File: src/rtl/p2_paddle_ctrl.sv
// Player-2 paddle controller: synchronises and debounces the up/down buttons and
// steps the paddle on each frame tick while in play, clamped to the playfield.
module p2_paddle_ctrl #(
  parameter int Y_W       = 10,
  parameter int FIELD_H   = 480,
  parameter int PAD_H     = 64,
  parameter int STEP      = 4,
  parameter int TICK_DIV  = 833333,
  parameter int DB_CYCLES = 500000
) (
  input  logic           sys_clock,
  input  logic           reset,
  input  logic           start,
  input  logic           reset_game,
  input  logic           btn_up,
  input  logic           btn_dn,
  output logic [Y_W-1:0] p2y,
  output logic           moving,
  output logic           at_top,
  output logic           at_bot
);

  localparam int MAXY   = FIELD_H - PAD_H;
  localparam int CENTRE = MAXY / 2;
  localparam logic [Y_W-1:0] MAXY_Y   = Y_W'(MAXY);
  localparam logic [Y_W-1:0] CENTRE_Y = Y_W'(CENTRE);
  localparam logic [Y_W-1:0] STEP_Y   = Y_W'(STEP);

  localparam int TW = (TICK_DIV > 1) ? $clog2(TICK_DIV) : 1;
  localparam logic [TW-1:0] TICK_LAST = TW'(TICK_DIV - 1);
  localparam int DW = $clog2(DB_CYCLES + 1);
  localparam logic [DW-1:0] DB_LAST = DW'(DB_CYCLES - 1);

  typedef enum logic {IDLE, PLAY} state_e;

  logic [1:0] rawBtn;
  logic [1:0] dbLvl;

  assign rawBtn = {btn_dn, btn_up};

  // Bit 0 is the up button, bit 1 the down button; each gets its own sync + debounce.
  for (genvar g = 0; g < 2; g++) begin : gDb
    logic          meta_q, sync_q, lvl_q, lvl_d;
    logic [DW-1:0] cnt_q, cnt_d;

    always_comb begin
      lvl_d = lvl_q;
      cnt_d = '0;
      if (sync_q != lvl_q) begin
        if (cnt_q == DB_LAST) lvl_d = sync_q;
        else                  cnt_d = cnt_q + DW'(1);
      end
    end

    always_ff @(posedge sys_clock or negedge reset) begin
      if (!reset) begin
        meta_q <= 1'b0;
        sync_q <= 1'b0;
        lvl_q  <= 1'b0;
        cnt_q  <= '0;
      end else begin
        meta_q <= rawBtn[g];
        sync_q <= meta_q;
        lvl_q  <= lvl_d;
        cnt_q  <= cnt_d;
      end
    end

    assign dbLvl[g] = lvl_q;
  end

  state_e         state_q, state_d;
  logic [Y_W-1:0] p2y_q, p2y_d;
  logic [TW-1:0]  tickCnt_q, tickCnt_d;
  logic           moving_q, moving_d;
  logic           tick;
  logic [Y_W-1:0] upPos, dnPos, movePos;
  logic [Y_W:0]   downSum;

  // Clamped candidate positions; the down sum carries an extra bit so it cannot wrap.
  assign upPos   = (p2y_q < STEP_Y) ? '0 : p2y_q - STEP_Y;
  assign downSum = {1'b0, p2y_q} + {1'b0, STEP_Y};
  assign dnPos   = (downSum > {1'b0, MAXY_Y}) ? MAXY_Y : downSum[Y_W-1:0];
  assign tick    = (state_q == PLAY) && (tickCnt_q == TICK_LAST);

  always_comb begin
    case (dbLvl)
      2'b01:   movePos = upPos;
      2'b10:   movePos = dnPos;
      default: movePos = p2y_q;
    endcase
  end

  always_comb begin
    state_d   = state_q;
    p2y_d     = p2y_q;
    tickCnt_d = tickCnt_q;
    moving_d  = 1'b0;
    case (state_q)
      IDLE: begin
        tickCnt_d = '0;
        if (reset_game) p2y_d   = CENTRE_Y;
        else if (start) state_d = PLAY;
      end
      PLAY: begin
        // A recentre request overrides any tick landing on the same edge.
        if (reset_game) begin
          state_d   = IDLE;
          p2y_d     = CENTRE_Y;
          tickCnt_d = '0;
        end else begin
          tickCnt_d = tick ? '0 : tickCnt_q + TW'(1);
          if (tick) begin
            p2y_d    = movePos;
            moving_d = (movePos != p2y_q);
          end
        end
      end
      default: state_d = IDLE;
    endcase
  end

  always_ff @(posedge sys_clock or negedge reset) begin
    if (!reset) begin
      state_q   <= IDLE;
      p2y_q     <= CENTRE_Y;
      tickCnt_q <= '0;
      moving_q  <= 1'b0;
    end else begin
      state_q   <= state_d;
      p2y_q     <= p2y_d;
      tickCnt_q <= tickCnt_d;
      moving_q  <= moving_d;
    end
  end

  assign p2y    = p2y_q;
  assign moving = moving_q;
  assign at_top = (p2y_q == '0);
  assign at_bot = (p2y_q == MAXY_Y);

endmodule

File: config.mk
export PLATFORM = sky130hd
export DESIGN_NAME = p2_paddle_ctrl
export DESIGN_NICKNAME = d
export VERILOG_FILES = /design/src/rtl/p2_paddle_ctrl.sv
export SDC_FILE = /design/constraint.sdc
export NUM_CORES = 1
export LEC_CHECK = 0
export CAP_MARGIN = 15
export CORE_MARGIN = 2
export CORE_UTILIZATION = 30
export DETAILED_ROUTE_END_ITERATION = 10
export DONT_BUFFER_PORTS = 1
export GPL_TIMING_DRIVEN = 0
export PLACE_DENSITY = 0.52
export SLEW_MARGIN = 15
export SYNTH_ARGS = -nofsm -noshare
export SYNTH_HDL_FRONTEND = slang
export SYNTH_SLANG_ARGS = --single-unit
File: constraint.sdc
create_clock -name sys_clock -period 6.9 [get_ports sys_clock]
set_clock_uncertainty 0.2 [all_clocks]
set_input_delay 2.07 -clock sys_clock [delete_from_list [all_inputs] [get_ports sys_clock]]
set_output_delay 2.07 -clock sys_clock [all_outputs]
set_load 0.02 [all_outputs]
==> run summary, run 1 <==
run metrics: unrepaired setup endpoints after global routing=no, pre-CTS worst setup slack=2.83 ns, Synth Seq Share=roughly 45%, top cells by count=74 x nor2_1, 73 x dfrtp_1, 36 x nand2_1, Worst EP required=4.63 ns, power per cell area=212 nW/um^2, layout overhead on the synthesized area=13.5%, CTS tree=done, DRC=0, internal power=between 800 and 900 uW, setup ws final=2.45 ns, I/O pins=19, Critical Path Source Type=register, adder and majority gate portion of the synthesized area=2.94%, width of the die=approximately 120 um, yosys xor share=10.3%, maximum vdd drop=about 120 uV, Tmin final=about 4.5 ns, tool warning count=31, Crit Path Class=register to output port, worst reg2reg startpoint=p2y[2]$_DFFE_PN0P_, status=finished clean, Post-DP Area=4480 sq um, # diodes=0, Top FF cell, synth=dfrtp_1, yosys cell count=about 470, fin cells=666, fin area=4830 sq um, Pre-Place Util=30.7%, Psw=197 uW, hold slack=0.172 ns, vias in the first global route=3293, DR vias/cell=5.00, Worst path top cell family by delay=simple AND/OR/NAND/NOR gates, launch point of the worst path=p2y[2]$_DFFE_PN0P_, critical path, cell by cell=clkbuf_1 > inv_1 > ha_1 > nand3_1 > nor3b_1, largest net degree at the start of global routing=77, clock root cell=clkbuf_16, DRT Pass-1 Iters=4, setup TNS=0 ns, Commonest Layout Cell=nor2_1, CP max stage cell=nor3b_1, fmax=224 MHz, Synth Instances=around 470, Flops after synth=76, reg2reg setup slack=3.67 ns, Data arrival, critical path=2.18 ns, logic gate share of total power=1.6%, overall die height=123 um, Resized cells post-CTS=0, CTS Buffer Depth=2, Setup-failing EPs final=0, clk latency late pin=0.34 ns, initial antenna violation count=0, Top non-seq family=simple AND/OR/NAND/NOR gates, Top Layout Cells=74 x nor2_1, 73 x dfrtp_1, 36 x nand2_1, switching part of the total=19.2%, post-synthesis net count=486, most common cell in the synthesized netlist=nor2_1, CP Capture Type=output port, Crit Path Max Fanout=10, hold_buf cts=0, sequential power share=44.3%, cell type with the largest total area=dfrtp_1, H-tree level count=3, Post-Syn Area=4260 sq um, Slew @ Worst Pin=0.715 ns, port bufs=0, Clock Power Share=between 50% and 60%, GRT overflow=0, first-pass GRT wire length=16400 um, power consumption=slightly above 1 mW, Max Cap Viol=0, DP Cell Count=650, chip area=roughly 15000 sq um, # rows=43, distinct cell type count after synthesis=58, CORE AREA=13900 sq um, Hold Violations, Final=0, clock buffer count from CTS=9, GPL Wtd Cong=0.859, yosys warns=0, area share, top type=42.9%, Pleak=~1.9 nW, fraction of layout cells with a size suffix above 1=5.56%, mux share=0.735%, fin crit share=64.6%, top cells by area=dfrtp_1 43%, nor2_1 6.5%, xor2_1 6.2%, Avg Inst Size Synth=9.06 sq um, worst stage delay on the critical path=about 0.63 ns, Synth Area in Compound Gates=11.3%, Post-CTS Setup Repair Bufs=0, YS chip area=about 4300 sq um, Simple Share, Synth=between 20% and 30%, Routed Antenna Nets=0, Hold Crit Class=register to register, hold path startpoint=gDb[1].meta_q$_DFF_PN0_, Iter 0 DRT Violations=278, Async SR Flop Fraction=100%, Detailed Place HPWL=approximately 6400 um, count of flip-flops with a built-in enable after synthesis=0, final net count=around 500, clock sinks=76, Slew headroom=52.2%, max-slew violation count=0, Worst-path clk slew=0.06 ns, sum of buffers and inverters on the critical path=2
[run 1: layout make-up]
type                    count  area [sq um]
fillers                  1419          9050
well taps                 180           225
clock inverters             4          95.1
flip-flops and latches     76          1910
multi-input cells         357          2210
clock buffers              12           256
inverters                  18          67.6
plain buffers              19          72.6
[run 1: kinds of logic after synthesis]
kind of cell / count (synthesis)
AOI/OAI and AO/OA: 70
xor gates and xnor gates: 50
adders and majority gates: 10
buffers and inverters: 37
DFF: 76
muxes: 3
and+or+nand+nor: 224
[run 1: registers in the layout, indices dropped and copies added, names as in the netlist]
register	count
gDb.cnt_q	38
p2y	10
tickCnt_q	20
moving	1
gDb.lvl_q	2
gDb.sync_q	2
state_q	1
gDb.meta_q	2
[run 1: worst paths after layout]
kind                                           endpoint  cells after the start
worst max-delay path                             at_bot                      5
worst min-delay path            gDb[1].sync_q$_DFF_PN0_                      0
worst max register to register         moving$_DFF_PN0_                     10
worst min register to register  gDb[1].sync_q$_DFF_PN0_                      0
max in group asynchronous            p2y[7]$_DFFE_PN1P_                      0
min in group asynchronous        tickCnt_q[6]$_DFF_PN0_                      0
[run 1: power by group through the flow]
stage	registers [mW]	logic (mW)	clock network (mW)
floorplan	0.462	0.0125	0
global placement	0.463	0.0167	0
detailed placement	0.463	0.0167	0
CTS	0.455	0.0169	0.576
global route	0.456	0.0194	0.591
finish	0.455	0.0165	0.555
[run 1: per-layer routing]
layer | GRT usage (%) | vias to the layer above | wire length [um]
met5 | 0 | - | 0
met4 | 3.69 | 0 | 109
met3 | 4.98 | 9 | 511
met2 | 21.1 | 73 | 4340
met1 | 18.4 | 1590 | 4570
li1 | - | 1660 | -
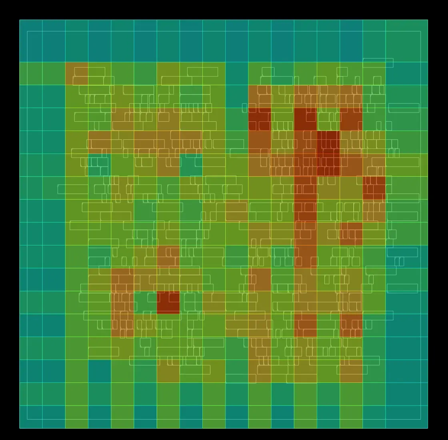
**Above:** run 1 (track usage over the die).
routed wire length per instance: 14.3 um
fin util: 34.8%
met3 usage in global routing: 4.98%
grt peak-use layer: met2

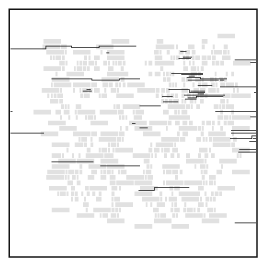
**Above:** run 1 (the metal 3 layer).
Drawn at 2 px/um.
The layer holds 5.4% of the routed length. The layer carries 511 um of wire. The wires run mostly horizontal. 38 nets have wire on it.
Vias: 3332
routed wire length: 9540 um

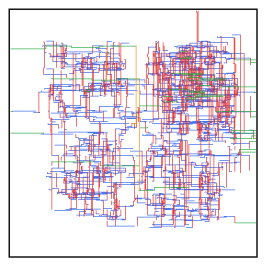
**Above:** run 1 (metal layers overlaid).
Drawn at 2 px/um.
met4: shown in orange, wire length 110 um. met3: shown in green, wire length 511 um. met2: shown in red, wire length 4350 um. met1: shown in blue, wire length 4570 um.
global-route usage over all layers: 13.8%

==> run 2: changes to the inputs <==
- PLACE_DENSITY: 0.52 -> 0.53
- clock period: 6.9 -> 3.82 ns (I/O delays scaled with it)
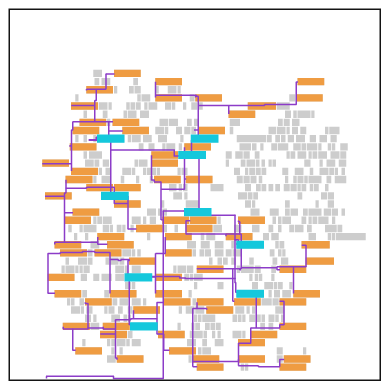
**Above:** run 2 (clock network drawn from the DEF).
Drawn at 3 px/um.
cells driving clock nets: shown in cyan, count 9. clock wires: shown in purple, length 1020 um. flip-flops: shown in orange, count 76.
There are 10 routed clock nets.
Clock Power Share: 46.4%
clock-net power: 736 uW
clk latency late pin: 0.33 ns

==> run 2 against run 1 <==
Sequential share of layout area increased by 0.82 points. Design area decreased by 2.0%. Wire length decreased by 2.6%. Clock-buffer cell count increased by 1. Die size unchanged. Clock power increased by 33%. Synthesized cell count unchanged. Utilization decreased by 0.71 points. Power increased by 55%. Critical path depth unchanged. Sequential cell count unchanged. Non-clock buffer count unchanged. Critical endpoint unchanged. Largest cell class unchanged. Highest routed layer unchanged.
==> run summary, run 2 <==
run metrics: status=finished clean, H-tree level count=3 (unchanged), R2R cell count=10 (unchanged), width of the die=123 um (unchanged), DR vias/cell=5.02 (+0.39%), first-pass GRT wire length=16200 um (-0.84%), global-route usage over all layers=13.6% (-0.23 points), pre-CTS worst setup slack=0.647 ns (-2.18 ns), fin crit share=between 90% and 100%, Crit Reg-Reg Endpoint=moving$_DFF_PN0_, max-slew violation count=0 (unchanged), YS chip area=4260 sq um (unchanged), clock sinks=76 (unchanged), final net count=497 (unchanged), vias in the first global route=3332 (+1.2%), Tmin final=about 3.5 ns, DP Cell Count=650 (unchanged), DRC=0 (unchanged), Flops after synth=76 (unchanged), Max Cap Viol=0 (unchanged), Post-DP Area=4480 sq um (unchanged), GRT overflow=0 (unchanged), unrepaired setup endpoints after global routing=no, reg2reg setup slack=0.71 ns (-2.96 ns), setup ws final=0.298 ns (-2.15 ns), # diodes=0 (unchanged), largest net degree at the start of global routing=77 (unchanged), Hold Violations, Final=0 (unchanged), Detailed Place HPWL=6620 um (+3.0%), fin area=4740 sq um (-2.0%), launch point of the worst path=p2y[2]$_DFFE_PN0P_, power per cell area=335 nW/um^2 (+58%), layout overhead on the synthesized area=11.2%, top cells by area=dfrtp_1 43%, nor2_1 6.5%, xor2_1 6.2%, port bufs=0 (unchanged), Setup-failing EPs final=0 (unchanged), yosys cell count=470 (unchanged), Hold Crit Class=register to register, Routed Antenna Nets=0 (unchanged), most common cell in the synthesized netlist=nor2_1, distinct cell type count after synthesis=58 (unchanged), Slew headroom=53.0% (+0.82 points), clock root cell=clkbuf_16, CORE AREA=13900 sq um (unchanged), clock buffer count from CTS=9 (unchanged), Critical Path Source Type=register, Top FF cell, synth=dfrtp_1, Pre-Place Util=30.7% (unchanged), Largest Register=gDb.cnt_q, hold path startpoint=gDb[1].meta_q$_DFF_PN0_, Async SR Flop Fraction=100% (unchanged), Data arrival, critical path=2.18 ns (about the same), GPL Wtd Cong=0.900 (+4.8%), Slew @ Worst Pin=0.703 ns (-0.0123 ns), Top Layout Cells=74 x nor2_1, 73 x dfrtp_1, 36 x nand2_1, tool warning count=31 (unchanged), Crit Path Max Fanout=10 (unchanged), fraction of layout cells with a size suffix above 1=4.74% (-0.81 points), fin util=34.1% (-0.71 points), worst reg2reg startpoint=p2y[2]$_DFFE_PN0P_, CTS tree=done, Worst-path clk slew=0.05 ns (about the same), area share, top type=42.9% (unchanged), Avg Inst Size Synth=9.06 sq um (unchanged), post-synthesis net count=486 (unchanged), Commonest Layout Cell=nor2_1, CP Capture Type=output port, Pleak=1.83 nW (-2.8%), I/O pins=19 (unchanged), Iter 0 DRT Violations=359 (+29%), routed wire length per instance=14.0 um (-2.4%), fmax=284 MHz, cell type with the largest total area=dfrtp_1, Resized cells post-CTS=0 (unchanged), Synth Instances=470 (unchanged), Post-CTS Setup Repair Bufs=0 (unchanged), Hold EP=gDb[1].sync_q$_DFF_PN0_, hold slack=0.148 ns (-0.0243 ns), hold_buf cts=0 (unchanged), yosys warns=0 (unchanged), DRT Pass-1 Iters=4 (unchanged), count of flip-flops with a built-in enable after synthesis=0 (unchanged), # rows=43 (unchanged), overall die height=123 um (unchanged), CTS Buffer Depth=2 (unchanged), Crit Path Class=register to output port, Post-Syn Area=4260 sq um (unchanged), max reg flops=38 (unchanged), top cells by count=74 x nor2_1, 73 x dfrtp_1, 36 x nand2_1, worst hold stages=0 (unchanged), Synth Seq Share=44.8% (unchanged), setup TNS=0 ns (unchanged), initial antenna violation count=0 (unchanged), maximum vdd drop=167 uV (+36%), Worst EP required=2.47 ns (-2.16 ns), fin cells=665 (-0.15%), power consumption=1.59 mW (+55%), chip area=15200 sq um (unchanged)
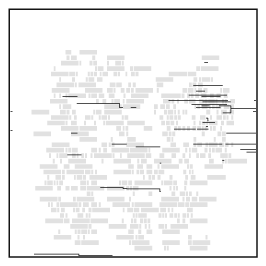
**Above:** run 2 (the metal 3 layer).
Drawn at 2 px/um.
24 nets have wire on it. The layer carries 370 um of wire. The longest straight run is 29.4 um. The layer holds 4.0% of the routed length. The wires run mostly horizontal.
Vias: 3340
met3 usage in global routing: 2.63%
routed wire length: 9290 um

[run 2: final cells by class]
class | count | area (sq um)
fillers | 1435 | 9150
multi-input cells | 357 | 2210
flip-flops and latches | 76 | 1910
clock buffers | 13 | 240
well taps | 180 | 225
plain buffers | 19 | 72.6
inverters | 18 | 67.6
clock inverters | 2 | 12.5
[run 2: report_power, final]
part | internal [mW] | switching, mW | leakage (nW) | total, mW
clock network | 0.435 | 0.300 | 0.120 | 0.736
logic | 0.00996 | 0.0194 | 0.679 | 0.0294
registers | 0.815 | 0.00738 | 1.04 | 0.822
[run 2: critical path, cell delays in order (launching register included)]
cell and delay [ns]:
dfrtp_1 0.51, clkbuf_1 0.27, inv_1 0.19, ha_1 0.16, nand3_1 0.09, nor3b_1 0.63
[run 2: logic make-up (layout without fill, tap and decap cells)]
family	count (synthesis)	count (layout)	synth area share [%]
AOI/OAI and AO/OA	70	70	11.3
xor gates and xnor gates	50	50	10.3
adders and majority gates	10	10	2.94
buffers and inverters	37	52	3.29
DFF	76	76	44.8
muxes	3	3	0.735
and+or+nand+nor	224	224	26.7
[run 2: how the worst max path moves through the flow]
| stage | to | cells past startpoint |
|---|---|---|
| 2_1_floorplan | at_bot | 5 |
| 3_3_place_gp | at_bot | 5 |
| 3_5_place_dp | at_bot | 5 |
| 4_1_cts | at_bot | 5 |
| 5_1_grt | at_bot | 5 |
| 6_report | at_bot | 5 |
[run 2: per-layer routing]
metal / track usage, % / share of wire [%] / vias to the layer above
met4: 4.76 / 2.0 / 0
met3: 2.63 / 4.0 / 14
li1: - / - / 1659
met5: 0 / 0 / -
met1: 18.2 / 48 / 1612
met2: 21.8 / 46 / 55
==> run 3: changes to the inputs <==
- SLEW_MARGIN: 15 -> unset
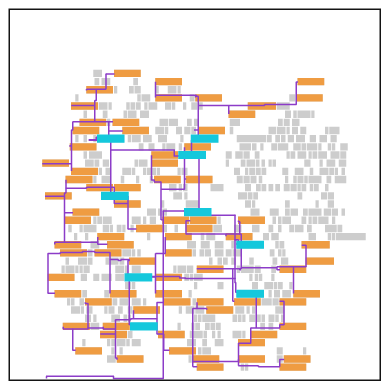
**Above:** run 3 (clock network drawn from the DEF).
Drawn at 3 px/um.
flip-flops: shown in orange, count 76. clock wires: shown in purple, length 1020 um. cells driving clock nets: shown in cyan, count 9.
There are 10 routed clock nets.

==> run 3 against run 2 <==
Maximum frequency did not move. Critical path depth did not move. Setup slack did not move. Sequential cell count did not move. Clock power barely moved. Global-route usage did not move. Critical endpoint unchanged.
==> run summary, run 3 <==
run metrics: CTS Buffer Depth=2 (unchanged), first-pass GRT wire length=16200 um (unchanged), chip area=15200 sq um (unchanged), YS chip area=4260 sq um (unchanged), distinct cell type count after synthesis=58 (unchanged), worst stage delay on the critical path=0.63 ns (about the same), clock sinks=76 (unchanged), clk latency late pin=0.33 ns (about the same), sum of buffers and inverters on the critical path=2 (unchanged), overall die height=123 um (unchanged), DR vias/cell=5.02 (unchanged), worst reg2reg startpoint=p2y[2]$_DFFE_PN0P_, launch point of the worst path=p2y[2]$_DFFE_PN0P_, yosys cell count=470 (unchanged), fin crit share=92.2% (unchanged), CORE AREA=13900 sq um (unchanged), cell depth of the worst setup path=5 (unchanged), pre-CTS worst setup slack=0.647 ns (unchanged), Hold Violations, Final=0 (unchanged), Worst-path clk slew=0.05 ns (about the same), CP Capture Type=output port, Top Layout Cells=74 x nor2_1, 73 x dfrtp_1, 36 x nand2_1, logic gate share of total power=1.9% (about the same), max-slew violation count=0 (unchanged), filler cell count=1435 (unchanged), yosys warns=0 (unchanged), layout overhead on the synthesized area=11.2% (unchanged), Vias=3340 (unchanged), Async SR Flop Fraction=100% (unchanged), Slew @ Worst Pin=0.703 ns (unchanged), setup ws final=0.298 ns (unchanged), area share, top type=42.9% (unchanged), routed wire length=9290 um (unchanged), Max Cap Viol=0 (unchanged), Psw=327 uW (unchanged), CP max stage cell=nor3b_1, cell type with the largest total area=dfrtp_1, Hold EP=gDb[1].sync_q$_DFF_PN0_, status=finished clean, maximum vdd drop=167 uV (unchanged), Tmin final=3.52 ns (unchanged), hold path startpoint=gDb[1].meta_q$_DFF_PN0_, Crit Path Class=register to output port, Crit Path Max Fanout=10 (unchanged), reg2reg setup slack=0.71 ns (about the same), Worst path top cell family by delay=simple AND/OR/NAND/NOR gates, Synth Seq Share=44.8% (unchanged), unrepaired setup endpoints after global routing=no, H-tree level count=3 (unchanged), power per cell area=335 nW/um^2 (unchanged), worst hold stages=0 (unchanged), Detailed Place HPWL=6620 um (unchanged), clock buffer count from CTS=9 (unchanged), hold slack=0.148 ns (unchanged), final net count=497 (unchanged), # diodes=0 (unchanged), Crit Reg-Reg Endpoint=moving$_DFF_PN0_, Flops after synth=76 (unchanged), Synth Instances=470 (unchanged), clock root cell=clkbuf_16, Pre-Place Util=30.7% (unchanged), Avg Inst Size Synth=9.06 sq um (unchanged), vias in the first global route=3332 (unchanged), Routed Antenna Nets=0 (unchanged), CTS tree=done, switching part of the total=20.6% (unchanged), DRC=0 (unchanged), fraction of layout cells with a size suffix above 1=4.74% (unchanged), sequential power share=51.8% (about the same), GRT overflow=0 (unchanged), Pleak=1.83 nW (unchanged), Register Area=1910 sq um (unchanged), post-synthesis net count=486 (unchanged), GPL Wtd Cong=0.900 (unchanged), Critical Path Source Type=register, count of flip-flops with a built-in enable after synthesis=0 (unchanged), Resized cells post-CTS=0 (unchanged), most common cell in the synthesized netlist=nor2_1, Slew headroom=53.0% (unchanged), Worst EP required=2.47 ns (about the same), tool warning count=31 (unchanged), Post-Syn Area=4260 sq um (unchanged)
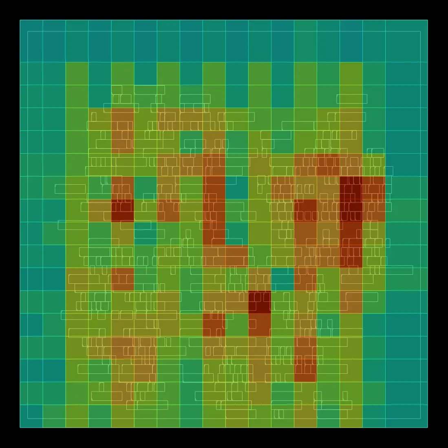
**Above:** run 3 (track usage over the die).
met1 Track Usage GR: 18.2%
GR Util met2: 21.8%
fin util: 34.1%
routed wire length per instance: 14.0 um
global-route usage over all layers: 13.6%

[run 3: cell counts in the layout (fill, tap and decap cells not counted)]
No cell type changed its count.
[run 3: area by class of cell]
| type | instances | area share, % |
|---|---|---|
| multi-input combinational | 357 | 46.7 |
| buffer | 19 | 1.53 |
| inverter | 18 | 1.43 |
| tap | 180 | 4.76 |
| clock inverter | 2 | 0.264 |
| sequential | 76 | 40.2 |
| clock buffer | 13 | 5.07 |
[run 3: logic make-up (layout without fill, tap and decap cells)]
group / count (synthesis) / count (layout) / synth area share [%]
XOR/XNOR: 50 / 50 / 10.3
flip-flops: 76 / 76 / 44.8
multiplexers: 3 / 3 / 0.735
adder cells (fa/ha/maj): 10 / 10 / 2.94
AND-OR/OR-AND: 70 / 70 / 11.3
buffers and inverters: 37 / 52 / 3.29
AND/OR/NAND/NOR: 224 / 224 / 26.7
[run 3: routing by layer]
metal | track usage [%] | up-vias | wire [um]
met5 | 0 | - | 0
met4 | 4.76 | 0 | 184
met3 | 2.63 | 14 | 369
met2 | 21.8 | 55 | 4310
met1 | 18.2 | 1612 | 4430
li1 | - | 1659 | -
[run 3: per-stage QoR]
stage	instances	cell area (sq um)
after floorplan	470	4260
after global placement	650	4480
after detailed placement	650	4480
after CTS	665	4740
after global routing	665	4740
final	665	4740
[run 3: power by group through the flow]
stage / registers, mW / logic, mW / clock network (mW)
2_1_floorplan: 0.834 / 0.0226 / 0
3_3_place_gp: 0.836 / 0.0296 / 0
3_5_place_dp: 0.836 / 0.0298 / 0
4_1_cts: 0.822 / 0.0301 / 0.763
5_1_grt: 0.822 / 0.0346 / 0.802
6_report: 0.822 / 0.0294 / 0.736
Power is estimated from default activity; no workload was simulated.
